--- config.mk ---
export PLATFORM = sky130hd
export DESIGN_NAME = decode_stage_flat
export DESIGN_NICKNAME = d
export VERILOG_FILES = /design/src/rtl/mips_pkg_46.sv /design/src/rtl/decode_stage_if.sv /design/src/rtl/regfile_46.sv /design/src/rtl/decode_stage.sv /design/src/flat_wrapper.sv
export SDC_FILE = /design/constraint.sdc
export NUM_CORES = 2
export LEC_CHECK = 0
export CAP_MARGIN = 0
export CORE_MARGIN = 10
export CORE_UTILIZATION = 60
export DETAILED_ROUTE_END_ITERATION = 8
export PLACE_DENSITY = 0.79
export SLEW_MARGIN = 15
export SYNTH_ARGS = -nofsm -noshare
export SYNTH_HDL_FRONTEND = slang
export SYNTH_SLANG_ARGS = --single-unit
--- constraint.sdc ---
create_clock -name clk_46 -period 2.66 [get_ports clk_46]
set_input_delay 0.532 -clock clk_46 [delete_from_list [all_inputs] [get_ports clk_46]]
set_output_delay 0.532 -clock clk_46 [all_outputs]
set_load 0.1 [all_outputs]
--- src/rtl/mips_pkg_46.sv ---
// rtl/mips_pkg_46.sv - shared opcodes, control-bit indices and ID/EX entry type
package mips_pkg_46;

    localparam int DW   = 32;
    localparam int NREG = 32;
    localparam int AW   = $clog2(NREG);

    localparam logic [5:0] OP_RTYPE = 6'h00;
    localparam logic [5:0] OP_J     = 6'h02;
    localparam logic [5:0] OP_BEQ   = 6'h04;
    localparam logic [5:0] OP_ADDI  = 6'h08;
    localparam logic [5:0] OP_LW    = 6'h23;
    localparam logic [5:0] OP_SW    = 6'h2B;

    // Bit positions inside ctrl: {reg_dst, alu_src, mem_rd, mem_wr, reg_wr, mem_to_reg, branch, jump}
    localparam int CTRL_REG_DST    = 7;
    localparam int CTRL_ALU_SRC    = 6;
    localparam int CTRL_MEM_RD     = 5;
    localparam int CTRL_MEM_WR     = 4;
    localparam int CTRL_REG_WR     = 3;
    localparam int CTRL_MEM_TO_REG = 2;
    localparam int CTRL_BRANCH     = 1;
    localparam int CTRL_JUMP       = 0;

    localparam logic [7:0] CTRL_BUBBLE = 8'h00;

    typedef struct packed {
        logic          valid;
        logic          illegal;
        logic [7:0]    ctrl;
        logic [DW-1:0] a;
        logic [DW-1:0] b;
        logic [DW-1:0] imm;
        logic [DW-1:0] npc;
        logic [AW-1:0] rt;
        logic [AW-1:0] rd;
        logic [5:0]    funct;
    } idex_t;

endpackage

--- src/rtl/decode_stage_if.sv ---
// rtl/decode_stage_if.sv - fetch/writeback inputs and ID/EX outputs of the decode stage
interface decode_stage_if;
    import mips_pkg_46::*;

    logic [DW-1:0] IR_46;
    logic [DW-1:0] NPC_46;
    logic          flush_46;
    logic          wb_en_46;
    logic [AW-1:0] wb_addr_46;
    logic [DW-1:0] wb_data_46;

    logic          stall_46;
    logic [DW-1:0] A_46;
    logic [DW-1:0] B_46;
    logic [DW-1:0] Imm_46;
    logic [DW-1:0] NPC_o_46;
    logic [AW-1:0] rt_46;
    logic [AW-1:0] rd_46;
    logic [5:0]    funct_46;
    logic [7:0]    ctrl_46;
    logic          valid_46;
    logic          illegal_46;

    modport master (
        output IR_46, NPC_46, flush_46, wb_en_46, wb_addr_46, wb_data_46,
        input  stall_46, A_46, B_46, Imm_46, NPC_o_46, rt_46, rd_46, funct_46,
               ctrl_46, valid_46, illegal_46
    );

    modport slave (
        input  IR_46, NPC_46, flush_46, wb_en_46, wb_addr_46, wb_data_46,
        output stall_46, A_46, B_46, Imm_46, NPC_o_46, rt_46, rd_46, funct_46,
               ctrl_46, valid_46, illegal_46
    );

endinterface

--- src/rtl/regfile_46.sv ---
// rtl/regfile_46.sv - 32x32 register file, two async read ports, write-through bypass
module regfile_46
    import mips_pkg_46::*;
(
    input  logic          clk_46,
    input  logic          rst_46,
    input  logic [AW-1:0] ra1,
    input  logic [AW-1:0] ra2,
    output logic [DW-1:0] rd1,
    output logic [DW-1:0] rd2,
    input  logic          we,
    input  logic [AW-1:0] wa,
    input  logic [DW-1:0] wd
);

    logic [DW-1:0] mem_q [NREG];
    logic [DW-1:0] mem_d [NREG];
    logic          wr_ok;

    // Next array contents: r0 is never written so it stays zero
    always_comb begin
        wr_ok = we && (wa != '0);
        mem_d = mem_q;
        if (wr_ok) begin
            mem_d[wa] = wd;
        end
    end

    // Array storage with asynchronous clear
    always_ff @(posedge clk_46 or negedge rst_46) begin
        if (!rst_46) begin
            for (int i = 0; i < NREG; i++) begin
                mem_q[i] <= '0;
            end
        end else begin
            mem_q <= mem_d;
        end
    end

    // Reads see a same-cycle writeback so decode never picks up a stale value
    always_comb begin
        rd1 = '0;
        rd2 = '0;
        if (ra1 != '0) begin
            rd1 = (wr_ok && wa == ra1) ? wd : mem_q[ra1];
        end
        if (ra2 != '0) begin
            rd2 = (wr_ok && wa == ra2) ? wd : mem_q[ra2];
        end
    end

endmodule

--- src/rtl/decode_stage.sv ---
// rtl/decode_stage.sv - MIPS decode stage: control decode, load-use stall, ID/EX register
module decode_stage
    import mips_pkg_46::*;
(
    input  logic         clk_46,
    input  logic         rst_46,
    decode_stage_if.slave bus
);

    idex_t         idex_q;
    idex_t         idex_d;
    logic [5:0]    opcode;
    logic [AW-1:0] rs;
    logic [AW-1:0] rt;
    logic [DW-1:0] rs_val;
    logic [DW-1:0] rt_val;
    logic [7:0]    ctrl_dec;
    logic          legal;
    logic          uses_rt;
    logic          load_use;
    logic          bubble;

    assign opcode = bus.IR_46[31:26];
    assign rs     = bus.IR_46[25:21];
    assign rt     = bus.IR_46[20:16];

    regfile_46 u_regfile (
        .clk_46 (clk_46),
        .rst_46 (rst_46),
        .ra1    (rs),
        .ra2    (rt),
        .rd1    (rs_val),
        .rd2    (rt_val),
        .we     (bus.wb_en_46),
        .wa     (bus.wb_addr_46),
        .wd     (bus.wb_data_46)
    );

    // Opcode to control bits; anything unrecognised is flagged illegal
    always_comb begin
        ctrl_dec = CTRL_BUBBLE;
        legal    = 1'b1;
        case (opcode)
            OP_RTYPE: begin
                ctrl_dec[CTRL_REG_DST] = 1'b1;
                ctrl_dec[CTRL_REG_WR]  = 1'b1;
            end
            OP_ADDI: begin
                ctrl_dec[CTRL_ALU_SRC] = 1'b1;
                ctrl_dec[CTRL_REG_WR]  = 1'b1;
            end
            OP_LW: begin
                ctrl_dec[CTRL_ALU_SRC]    = 1'b1;
                ctrl_dec[CTRL_MEM_RD]     = 1'b1;
                ctrl_dec[CTRL_REG_WR]     = 1'b1;
                ctrl_dec[CTRL_MEM_TO_REG] = 1'b1;
            end
            OP_SW: begin
                ctrl_dec[CTRL_ALU_SRC] = 1'b1;
                ctrl_dec[CTRL_MEM_WR]  = 1'b1;
            end
            OP_BEQ:  ctrl_dec[CTRL_BRANCH] = 1'b1;
            OP_J:    ctrl_dec[CTRL_JUMP]   = 1'b1;
            default: legal = 1'b0;
        endcase
    end

    // Hazard detection and next ID/EX entry; flush beats stall, non-valid entries hold zero data
    always_comb begin
        uses_rt  = (opcode == OP_RTYPE) || (opcode == OP_SW) || (opcode == OP_BEQ);
        load_use = idex_q.valid && idex_q.ctrl[CTRL_MEM_RD] && (idex_q.rt != '0) &&
                   ((idex_q.rt == rs) || (uses_rt && idex_q.rt == rt));
        bubble   = bus.flush_46 || load_use;
        idex_d   = '0;
        if (!bubble) begin
            idex_d.illegal = !legal;
            if (legal) begin
                idex_d.valid = 1'b1;
                idex_d.ctrl  = ctrl_dec;
                idex_d.a     = rs_val;
                idex_d.b     = rt_val;
                idex_d.imm   = {{16{bus.IR_46[15]}}, bus.IR_46[15:0]};
                idex_d.npc   = bus.NPC_46;
                idex_d.rt    = rt;
                idex_d.rd    = bus.IR_46[15:11];
                idex_d.funct = bus.IR_46[5:0];
            end
        end
    end

    // ID/EX pipeline register
    always_ff @(posedge clk_46 or negedge rst_46) begin
        if (!rst_46) begin
            idex_q <= '0;
        end else begin
            idex_q <= idex_d;
        end
    end

    assign bus.stall_46   = load_use && !bus.flush_46;
    assign bus.A_46       = idex_q.a;
    assign bus.B_46       = idex_q.b;
    assign bus.Imm_46     = idex_q.imm;
    assign bus.NPC_o_46   = idex_q.npc;
    assign bus.rt_46      = idex_q.rt;
    assign bus.rd_46      = idex_q.rd;
    assign bus.funct_46   = idex_q.funct;
    assign bus.ctrl_46    = idex_q.ctrl;
    assign bus.valid_46   = idex_q.valid;
    assign bus.illegal_46 = idex_q.illegal;

endmodule

--- src/flat_wrapper.sv ---
// flat-port wrapper written by rule: the top's interface ports become plain ports
module decode_stage_flat import mips_pkg_46::*;
  (clk_46, rst_46, bus_IR_46, bus_NPC_46, bus_flush_46, bus_wb_en_46, bus_wb_addr_46, bus_wb_data_46, bus_stall_46, bus_A_46, bus_B_46, bus_Imm_46, bus_NPC_o_46, bus_rt_46, bus_rd_46, bus_funct_46, bus_ctrl_46, bus_valid_46, bus_illegal_46);
  decode_stage_if bus_i ();
  input  logic clk_46;
  input  logic rst_46;
  input wire logic [$bits(bus_i.IR_46)-1:0] bus_IR_46;
  input wire logic [$bits(bus_i.NPC_46)-1:0] bus_NPC_46;
  input wire logic [$bits(bus_i.flush_46)-1:0] bus_flush_46;
  input wire logic [$bits(bus_i.wb_en_46)-1:0] bus_wb_en_46;
  input wire logic [$bits(bus_i.wb_addr_46)-1:0] bus_wb_addr_46;
  input wire logic [$bits(bus_i.wb_data_46)-1:0] bus_wb_data_46;
  output wire logic [$bits(bus_i.stall_46)-1:0] bus_stall_46;
  output wire logic [$bits(bus_i.A_46)-1:0] bus_A_46;
  output wire logic [$bits(bus_i.B_46)-1:0] bus_B_46;
  output wire logic [$bits(bus_i.Imm_46)-1:0] bus_Imm_46;
  output wire logic [$bits(bus_i.NPC_o_46)-1:0] bus_NPC_o_46;
  output wire logic [$bits(bus_i.rt_46)-1:0] bus_rt_46;
  output wire logic [$bits(bus_i.rd_46)-1:0] bus_rd_46;
  output wire logic [$bits(bus_i.funct_46)-1:0] bus_funct_46;
  output wire logic [$bits(bus_i.ctrl_46)-1:0] bus_ctrl_46;
  output wire logic [$bits(bus_i.valid_46)-1:0] bus_valid_46;
  output wire logic [$bits(bus_i.illegal_46)-1:0] bus_illegal_46;
  assign bus_i.IR_46 = bus_IR_46;
  assign bus_i.NPC_46 = bus_NPC_46;
  assign bus_i.flush_46 = bus_flush_46;
  assign bus_i.wb_en_46 = bus_wb_en_46;
  assign bus_i.wb_addr_46 = bus_wb_addr_46;
  assign bus_i.wb_data_46 = bus_wb_data_46;
  assign bus_stall_46 = bus_i.stall_46;
  assign bus_A_46 = bus_i.A_46;
  assign bus_B_46 = bus_i.B_46;
  assign bus_Imm_46 = bus_i.Imm_46;
  assign bus_NPC_o_46 = bus_i.NPC_o_46;
  assign bus_rt_46 = bus_i.rt_46;
  assign bus_rd_46 = bus_i.rd_46;
  assign bus_funct_46 = bus_i.funct_46;
  assign bus_ctrl_46 = bus_i.ctrl_46;
  assign bus_valid_46 = bus_i.valid_46;
  assign bus_illegal_46 = bus_i.illegal_46;
  decode_stage u_core (.clk_46(clk_46), .rst_46(rst_46), .bus(bus_i));
endmodule
clk_routes.png
Drawn at 1 px/um.
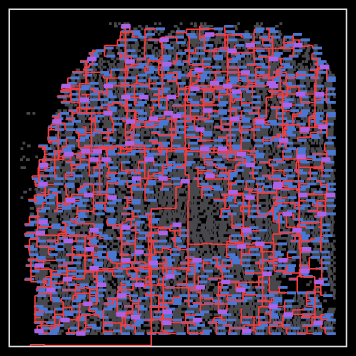
clock wires: drawn in red, length 13900 um. flip-flops: drawn in blue, count 1150. clock drivers: drawn in purple, count 117.
Position of the flops: all over the die. There are 118 routed clock nets.

==> impl_metrics.py <==
# Metrics from the implementation run
metrics = {
    "outcome": {
        "status": "finished with violations",
        "violations_in_the_final_reports": "setup timing",
    },
    "finish": {
        "layout.filler_cells": 6253,
        "final_nets": 4843,
        "area_growth_pct": 19.01,
        "top_register": "u_core.u_regfile.mem_q",
        "finish.instance_area_mm2": 0.07123,
        "drive_above_1_share_pct": 53.54,
        "antenna_cells_inserted": 0,
        "mostFrequentLayoutCells": "mux2_2, dfrtp_1, buf_4, mux4_2, o22ai_1",
        "final_common_cell": "mux2_2",
        "largest_register_ff_count": 1024,
    },
    "synthesis": {
        "post_synthesis_register_bit_count": 1150,
        "post_synth_most_frequent_cells": "mux2_2, dfrtp_1, clkbuf_1",
        "synthTopCellsByArea": "dfrtp_1, mux2_2, mux4_2",
        "most_common_flop_cell_mapped_by_yosys": "dfrtp_1",
        "synth.most_common_cell": "mux2_2",
        "synth_cell_type_count": 54,
        "synth.yosys.chip_area_mm2": 0.05985,
        "edf_count": 0,
        "fraction_of_the_mapped_netlist_area_in_simple_logic_gates_pct": 4.095,
        "netlist_area_mm2": 0.05985,
        "yosysWarnings": 0,
        "yosysCellCount": 4444,
        "top_logic_kind": "multiplexers",
        "top_area_cell": "dfrtp_1",
        "mappedNetlistNets": 4549,
        "average_cell_area_after_synthesis_um2": 13.47,
        "synth.area.mux_share_pct": 37.72,
        "synth-compound-area-share_pct": 5.966,
        "post_synth_fa_ha_maj_area_fraction_pct": 0.01881,
        "top_cell_area_share_pct": 48.08,
        "yosys.stat.seqShare_pct": 48.08,
        "netlist_instances": 4444,
        "share_of_the_synthesized_netlist_area_taken_by_xor_and_xnor_gates_pct": 0.2927,
        "synthArstFlopShare_pct": 100.0,
    },
    "floorplan": {
        "boundaryPins": 260,
        "core_util_floorplan_pct": 60.64,
        "overall_die_width_um": 335.8,
        "floorplan.die.height_um": 335.8,
        "chip_area_mm2": 0.1128,
        "floorplan.core_area_mm2": 0.09871,
        "core.rowCount": 115,
    },
    "setup_path": {
        "endpoint_arrival_time_on_the_critical_path_ns": 2.43,
        "timing.reg2reg.setup_slack_ns": 0.14,
        "r2r-end": "u_core.bus.B_46[12]",
        "critical_path.endpoint": "bus_stall_46",
        "worst_setup_path_end_kind": "primary output",
        "worst_reg_to_reg_path_cell_count": 7,
        "start_kind": "flip-flop",
        "critical_path_cell_count": 5,
        "worstPathCellList": "or4_1, o211ai_1, nand4b_1, a21oi_4, buf_12",
        "crit_type": "reg2out",
        "startpoint": "u_core.bus.rt_46[0]",
        "critical_path_required_ns": 2.13,
        "slowest_stage": "or4_1",
        "worst_path_dominant_cell_family": "simple AND/OR/NAND/NOR gates",
        "critical_path.max_stage_delay_ns": 0.52,
        "timing.critical_path.buf_inv": 1,
        "crit-reg2reg-launch": "u_core.bus.rt_46[0]",
        "critical_path.max_fanout": 2,
    },
    "routing": {
        "topRoutingLayerUsed": "met5",
        "drt-met1-wl_um": 71360,
        "route.detailed.wl_per_inst_um": 30.64,
        "dr.pass1.iters": 5,
        "met2_wirelength_um": 86810,
        "drt_wl_total_um": 187500,
        "route.vias.total": 42380,
        "met3WireLength_um": 17490,
        "detail_route.vias_per_cell": 6.926,
        "drt_iter0_drc": 4358,
        "drt.antenna.violating_nets": 0,
        "drc": 0,
    },
    "global_routing": {
        "top_usage_layer": "met2",
        "global_route_wire_length_before_repair_um": 281000,
        "grt_use_met2_pct": 51.78,
        "grt_antenna_before_repair": 1,
        "gr-usage-met1_pct": 41.97,
        "global_route.usage.total_pct": 32.83,
        "globalRouteMet3Util_pct": 7.362,
        "globalRouteOverflowTotal": 0,
        "pin_count_of_the_biggest_net_entering_global_routing": 110,
        "first_global_vias": 44150,
    },
    "timing": {
        "final_max_tran_viols": 0,
        "actual_slew_at_the_worst_max_slew_pin_ns": 0.7877,
        "max_freq_ghz": 0.3373,
        "final.hold.worst_slack_ns": 0.3169,
        "timing.final.hold_violations": 0,
        "timing.setup.tns_ns": -0.3050,
        "rsz_0062_raised_after_global_routing": "yes",
        "worst_slack_ns": -0.3050,
        "layout_min_cycle_time_ns": 2.965,
        "finalSetupViolCount": 1,
        "share_of_the_cycle_needed_by_the_critical_path_after_routing_pct": 111.5,
        "worst_slew_margin_rel_pct": 47.32,
        "fin_skew_ns": 0.01797,
    },
    "cts": {
        "cts.clk_slew.worst_paths_ns": 0.06,
        "cts.path.max_buffers": 3,
        "cts_inserted_buffers": 117,
        "cts_hold_buf": 1,
        "tritoncts_clock_tree": "built",
        "cts_post_setup_buffers_inserted": 3,
        "cts.sink_count": 1150,
        "htreeDepth": 3,
        "root_buffer": "clkbuf_16",
        "post_cts.resized_instances": 1,
        "clkLatencyLatePin_ns": 0.73,
    },
    "place": {
        "post_dp_cell_area_mm2": 0.06711,
        "buffer_ports.inserted": 259,
        "finalWeightedCongestion": 0.9021,
        "detailedPlacementHpwl_um": 125400,
        "dp_worst_setup_slack_ns": -0.1835,
    },
    "pwr": {
        "fin_total_pwr_uw": 50080,
        "irDropWorstVdd_mv": 0.5713,
        "power_leakage_uw": 0.03179,
        "cellPowerDensity_mw_per_mm2": 703.0,
    },
    "min_path": {
        "timing.hold.worst_endpoint": "u_core.bus.rt_46[0]",
        "whs_path_depth": 3,
        "worstHoldPathType": "in2reg",
        "hold_start": "bus_IR_46[16]",
    },
    "job": {
        "cap_viol_max_count": 0,
        "warnings": 33,
    },
}
io_fan.png
Drawn at 1 px/um.
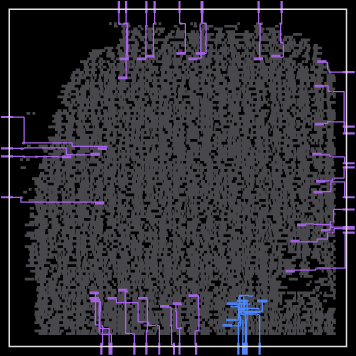
bus_rt_46: drawn in blue, direction output, end cells 5, buffers 8, wire 456 um. bus_B_46: drawn in purple, direction output, end cells 32, buffers 32, wire 1860 um.

[area by class of cell]
type	instances	area, um2	share of cell area [%]
Multi-Input combinational cell	2782	29120	40.88
Clock buffer	162	3359	4.716
Sequential cell	1150	28800	40.43
Timing Repair Buffer	683	7612	10.69
Clock inverter	51	720.7	1.012
Tap cell	1287	1610	2.261
Inverter	4	15.01	0.02108
[per-stage QoR]
step / instances / util (%)
2_1_floorplan: 4444 / -
4_1_cts: 6119 / 72.16
6_report: 6119 / 72.16
3_5_place_dp: 5902 / 67.99
5_1_grt: 6119 / 72.16
3_3_place_gp: 5902 / 67.99
[power breakdown]
| part | total, uW | internal (uW) | switching, uW |
|---|---|---|---|
| clock network | 17600 | 10400 | 7150 |
| logic | 9740 | 5700 | 4040 |
| registers | 22800 | 20500 | 2270 |
| total | 50100 | 36600 | 13500 |
Power is estimated from default activity; no workload was simulated.
